File: src/rtl/fetch_queue_if.sv
// fetch_queue_if
//   Bundles the two buses of the fetch stage:
//     - instruction-memory read port (synchronous, 1-cycle latency)
//     - downstream instruction stream (valid/ready handshake)
//   master : the fetch stage (drives the read strobe/address and the
//            instruction stream, receives read data and ready)
//   slave  : the environment (memory + decode side)
//
//   imem_en     read strobe
//   imem_addr   word address of the read
//   imem_dout   read data, valid the cycle after imem_en
//   inst_valid  head of the prefetch queue is valid
//   inst_ready  downstream accepts the head
//   inst        head instruction word
//   inst_pc     PC of the head instruction
interface fetch_queue_if #(
  parameter int XLEN    = 32,
  parameter int IMEM_AW = 14
);
  logic               imem_en;
  logic [IMEM_AW-1:0] imem_addr;
  logic [XLEN-1:0]    imem_dout;
  logic               inst_valid;
  logic               inst_ready;
  logic [XLEN-1:0]    inst;
  logic [XLEN-1:0]    inst_pc;

  modport master (
    output imem_en,
    output imem_addr,
    input  imem_dout,
    output inst_valid,
    input  inst_ready,
    output inst,
    output inst_pc
  );

  modport slave (
    input  imem_en,
    input  imem_addr,
    output imem_dout,
    input  inst_valid,
    output inst_ready,
    input  inst,
    input  inst_pc
  );
endinterface

File: src/rtl/fetch_queue.sv
// fetch_queue
//   Instruction-fetch stage: owns the fetch PC, issues reads to a
//   synchronous 1-cycle-latency instruction memory, buffers returned words
//   with their PC in a DEPTH-entry prefetch queue and presents the queue
//   head downstream. Supports zero-bubble redirects and hardware-loop NOP
//   substitution at the head.
//
//   clk                   core clock, all state on rising edge
//   rst_n                 asynchronous active-low reset
//   redirect_valid        load a new fetch PC this cycle
//   redirect_pc           redirect target, bits [1:0] ignored
//   pc_hwl_end_zero_flag  replace the head word by NOP_INST while high
//   bus (master)          imem read port + instruction stream
module fetch_queue #(
  parameter int              XLEN     = 32,
  parameter int              IMEM_AW  = 14,
  parameter int              DEPTH    = 2,
  parameter logic [XLEN-1:0] RESET_PC = 32'h0000_0000,
  parameter logic [XLEN-1:0] NOP_INST = 32'h0000_0013
) (
  input  logic            clk,
  input  logic            rst_n,
  input  logic            redirect_valid,
  input  logic [XLEN-1:0] redirect_pc,
  input  logic            pc_hwl_end_zero_flag,
  fetch_queue_if.master   bus
);

  localparam int PTR_W = (DEPTH > 1) ? $clog2(DEPTH) : 1;
  localparam int CNT_W = $clog2(DEPTH + 1);

  logic [XLEN-1:0]  fpc;
  logic [XLEN-1:0]  issue_pc;
  logic [XLEN-1:0]  inflight_pc;
  logic             inflight;
  logic             inflight_keep;
  logic             issue;
  logic             deq;
  logic             wr_en;
  logic             head_valid;
  logic [PTR_W-1:0] rd_ptr;
  logic [PTR_W-1:0] wr_ptr;
  logic [CNT_W-1:0] count;
  logic [CNT_W:0]   occupancy;
  logic [XLEN-1:0]  q_inst [DEPTH];
  logic [XLEN-1:0]  q_pc   [DEPTH];
  logic             unused_pc_bits;

  // Redirect PCs are forced word aligned, so the low two bits never matter.
  assign unused_pc_bits = ^redirect_pc[1:0];

  // Issue decision. Occupancy counts stored words plus the response still
  // on its way, minus the word leaving this cycle; issuing only while that
  // is below DEPTH means every response always finds a free slot. A
  // redirect always issues because it empties the queue.
  always_comb begin
    issue_pc   = redirect_valid ? {redirect_pc[XLEN-1:2], 2'b00} : fpc;
    head_valid = (count != '0);
    deq        = head_valid & bus.inst_ready;
    occupancy  = {1'b0, count} + {{CNT_W{1'b0}}, inflight} - {{CNT_W{1'b0}}, deq};
    issue      = rst_n & (redirect_valid | (occupancy < (CNT_W+1)'(DEPTH)));
    // The response arriving in a redirect cycle belongs to the old stream.
    wr_en      = inflight & inflight_keep & ~redirect_valid;
  end

  assign bus.imem_en    = issue;
  assign bus.imem_addr  = issue_pc[IMEM_AW+1:2];
  assign bus.inst_valid = head_valid;
  assign bus.inst_pc    = q_pc[rd_ptr];
  assign bus.inst       = pc_hwl_end_zero_flag ? NOP_INST : q_inst[rd_ptr];

  // Fetch PC and in-flight read tracking. The read issued in a redirect
  // cycle is tagged with the redirect target and is kept.
  always_ff @(posedge clk or negedge rst_n) begin
    if (!rst_n) begin
      fpc           <= RESET_PC;
      inflight      <= 1'b0;
      inflight_keep <= 1'b0;
      inflight_pc   <= '0;
    end else begin
      inflight      <= issue;
      inflight_keep <= issue;
      inflight_pc   <= issue_pc;
      if (issue) begin
        fpc <= issue_pc + XLEN'(4);
      end
    end
  end

  // Prefetch queue storage, pointers and count. A redirect flushes the
  // queue; a dequeue in that same cycle has already been taken downstream.
  always_ff @(posedge clk or negedge rst_n) begin
    if (!rst_n) begin
      rd_ptr <= '0;
      wr_ptr <= '0;
      count  <= '0;
      for (int i = 0; i < DEPTH; i++) begin
        q_inst[i] <= '0;
        q_pc[i]   <= '0;
      end
    end else if (redirect_valid) begin
      rd_ptr <= '0;
      wr_ptr <= '0;
      count  <= '0;
    end else begin
      if (wr_en) begin
        q_inst[wr_ptr] <= bus.imem_dout;
        q_pc[wr_ptr]   <= inflight_pc;
        wr_ptr         <= wr_ptr + PTR_W'(1);
      end
      if (deq) begin
        rd_ptr <= rd_ptr + PTR_W'(1);
      end
      count <= count + CNT_W'(wr_en) - CNT_W'(deq);
    end
  end

endmodule
File: src/flat_wrapper.sv
// flat-port wrapper written by rule: the top's interface ports become plain ports
module fetch_queue_flat 
#(
  parameter int              XLEN     = 32,
  parameter int              IMEM_AW  = 14,
  parameter int              DEPTH    = 2,
  parameter logic [XLEN-1:0] RESET_PC = 32'h0000_0000,
  parameter logic [XLEN-1:0] NOP_INST = 32'h0000_0013
)
  (clk, rst_n, redirect_valid, redirect_pc, pc_hwl_end_zero_flag, bus_imem_en, bus_imem_addr, bus_imem_dout, bus_inst_valid, bus_inst_ready, bus_inst, bus_inst_pc);
  fetch_queue_if #(.XLEN(XLEN), .IMEM_AW(IMEM_AW)) bus_i ();
  input  logic clk;
  input  logic rst_n;
  input  logic redirect_valid;
  input  logic [XLEN-1:0] redirect_pc;
  input  logic pc_hwl_end_zero_flag;
  output wire logic [$bits(bus_i.imem_en)-1:0] bus_imem_en;
  output wire logic [$bits(bus_i.imem_addr)-1:0] bus_imem_addr;
  input wire logic [$bits(bus_i.imem_dout)-1:0] bus_imem_dout;
  output wire logic [$bits(bus_i.inst_valid)-1:0] bus_inst_valid;
  input wire logic [$bits(bus_i.inst_ready)-1:0] bus_inst_ready;
  output wire logic [$bits(bus_i.inst)-1:0] bus_inst;
  output wire logic [$bits(bus_i.inst_pc)-1:0] bus_inst_pc;
  assign bus_imem_en = bus_i.imem_en;
  assign bus_imem_addr = bus_i.imem_addr;
  assign bus_i.imem_dout = bus_imem_dout;
  assign bus_inst_valid = bus_i.inst_valid;
  assign bus_i.inst_ready = bus_inst_ready;
  assign bus_inst = bus_i.inst;
  assign bus_inst_pc = bus_i.inst_pc;
  fetch_queue #(.XLEN(XLEN), .IMEM_AW(IMEM_AW), .DEPTH(DEPTH), .RESET_PC(RESET_PC), .NOP_INST(NOP_INST)) u_core (.clk(clk), .rst_n(rst_n), .redirect_valid(redirect_valid), .redirect_pc(redirect_pc), .pc_hwl_end_zero_flag(pc_hwl_end_zero_flag), .bus(bus_i));
endmodule
File: config.mk
export PLATFORM = sky130hd
export DESIGN_NAME = fetch_queue_flat
export DESIGN_NICKNAME = d
export VERILOG_FILES = /design/src/rtl/fetch_queue_if.sv /design/src/rtl/fetch_queue.sv /design/src/flat_wrapper.sv
export SDC_FILE = /design/constraint.sdc
export NUM_CORES = 1
export LEC_CHECK = 0
export ABC_CLOCK_PERIOD_IN_PS = 3700
export CORE_UTILIZATION = 54
export CTS_CLUSTER_SIZE = 14
export DETAILED_ROUTE_END_ITERATION = 8
export HOLD_SLACK_MARGIN = 0.15
export PLACE_DENSITY = 0.8
export SETUP_SLACK_MARGIN = 0.2
export SLEW_MARGIN = 25
export SYNTH_ARGS = -nofsm -noshare
export SYNTH_HDL_FRONTEND = slang
export SYNTH_SLANG_ARGS = --single-unit
export TNS_END_PERCENT = 5
File: constraint.sdc
create_clock -name clk -period 3.7 [get_ports clk]
set_clock_uncertainty 0.1 [all_clocks]
set_input_delay 0.74 -clock clk [delete_from_list [all_inputs] [get_ports clk]]
set_output_delay 0.74 -clock clk [all_outputs]
set_load 0.1 [all_outputs]
==> out/notes.md <==
* **result of the run** completed
* **dominant logic cell types in the final layout** dfrtp_1 (195), mux2_2 (180), clkdlybuf4s50_1 (64)
* **Log Warnings** 30
* **# nets final** 917
* **hold violation count in the final report** 0
* **Regs by FF count** u_core.q_inst (64), u_core.q_pc (64)
* **cell at the slowest stage of the critical path** fa_1
* **sum of negative setup slack** 0 ns
* **routed wirelength normalized by instance count** 18.4 µm
* **post-layout min period** 3.35 ns
* **final routed wirelength across all metal layers** 19.8 mm
* **fraction of layout instances using a drive strength above 1** 38.3%
* **Post-DRT Antenna Nets** 0
* **TritonCTS clock tree** built
* **IO Port Bufs** 146
* **crit-path cells** or2_2 > nand2_2 > nor2_1 > fa_1 > xnor2_1 > a21oi_1 > nand2b_2 > inv_4 > buf_12
* **Routed met2 length** 10.0 mm
* **max_slew headroom** 29.5%
* **top metal layer carrying routed signals** met4
* **end of the critical path** bus_imem_en
* **initial DRC count** 301
* **Simple-Gate Fraction of Synth Area** 9.25%
* **count of unresolved DRC violations after routing** 0
* **largest cell class by area** sequential cells
* **synthesized netlist cell count** 719
* **number of clock buffers in the layout** 18
* **Distinct lib cells used** 61
* **Cell Count, Final, Fillers Out** 1078
* **number of buffers inserted to repair setup after CTS** 0
Cell classes on the final placement:
The bar under the picture is 50 µm long. Fill, decap, tap and diode cells in gray.
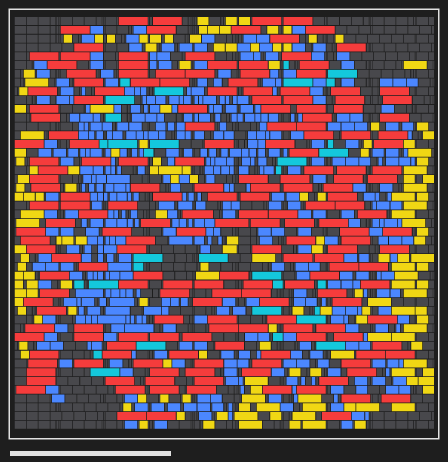
legend:
  remaining buffers and delay cells:
    color: yellow
    cells: 162
  clock drivers and dummy loads:
    color: cyan
    cells: 32
  sequential cells:
    color: red
    cells: 197
  combinational and other logic:
    color: blue
    cells: 467

Met1 routing:
Supply wires on this layer in gray.
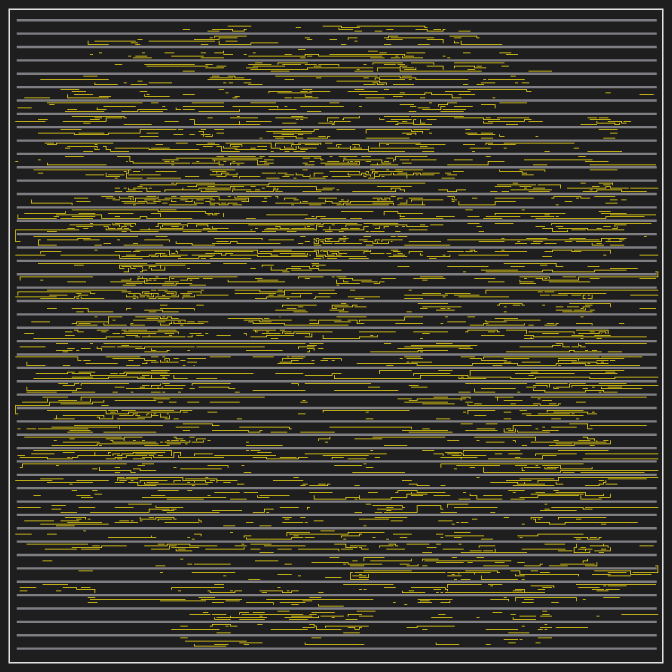
share of all routed wire: 43%
longest straight run: 40.9 µm
GR Layer Usage met1: 30.6%
total via count after detailed routing: 6018

Local utilization:
The die is cut into 13 by 13 equal tiles; white is low, dark blue is high, 0 to 100% covered.
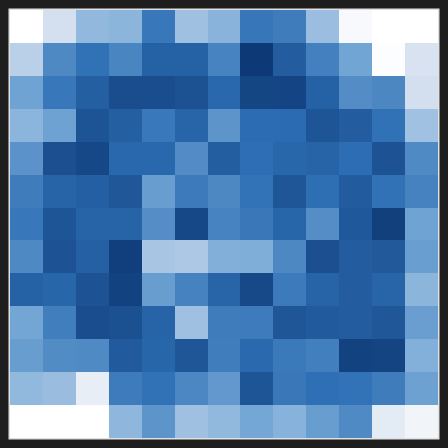
nearly empty tiles: 4.1%
fullest tile: 96%
tiles over 75% full: 41%
mean over tiles: 65%
final core utilization: 70.0%
Init Core Util: 55.4%
Core ar.: 0.0166 mm²

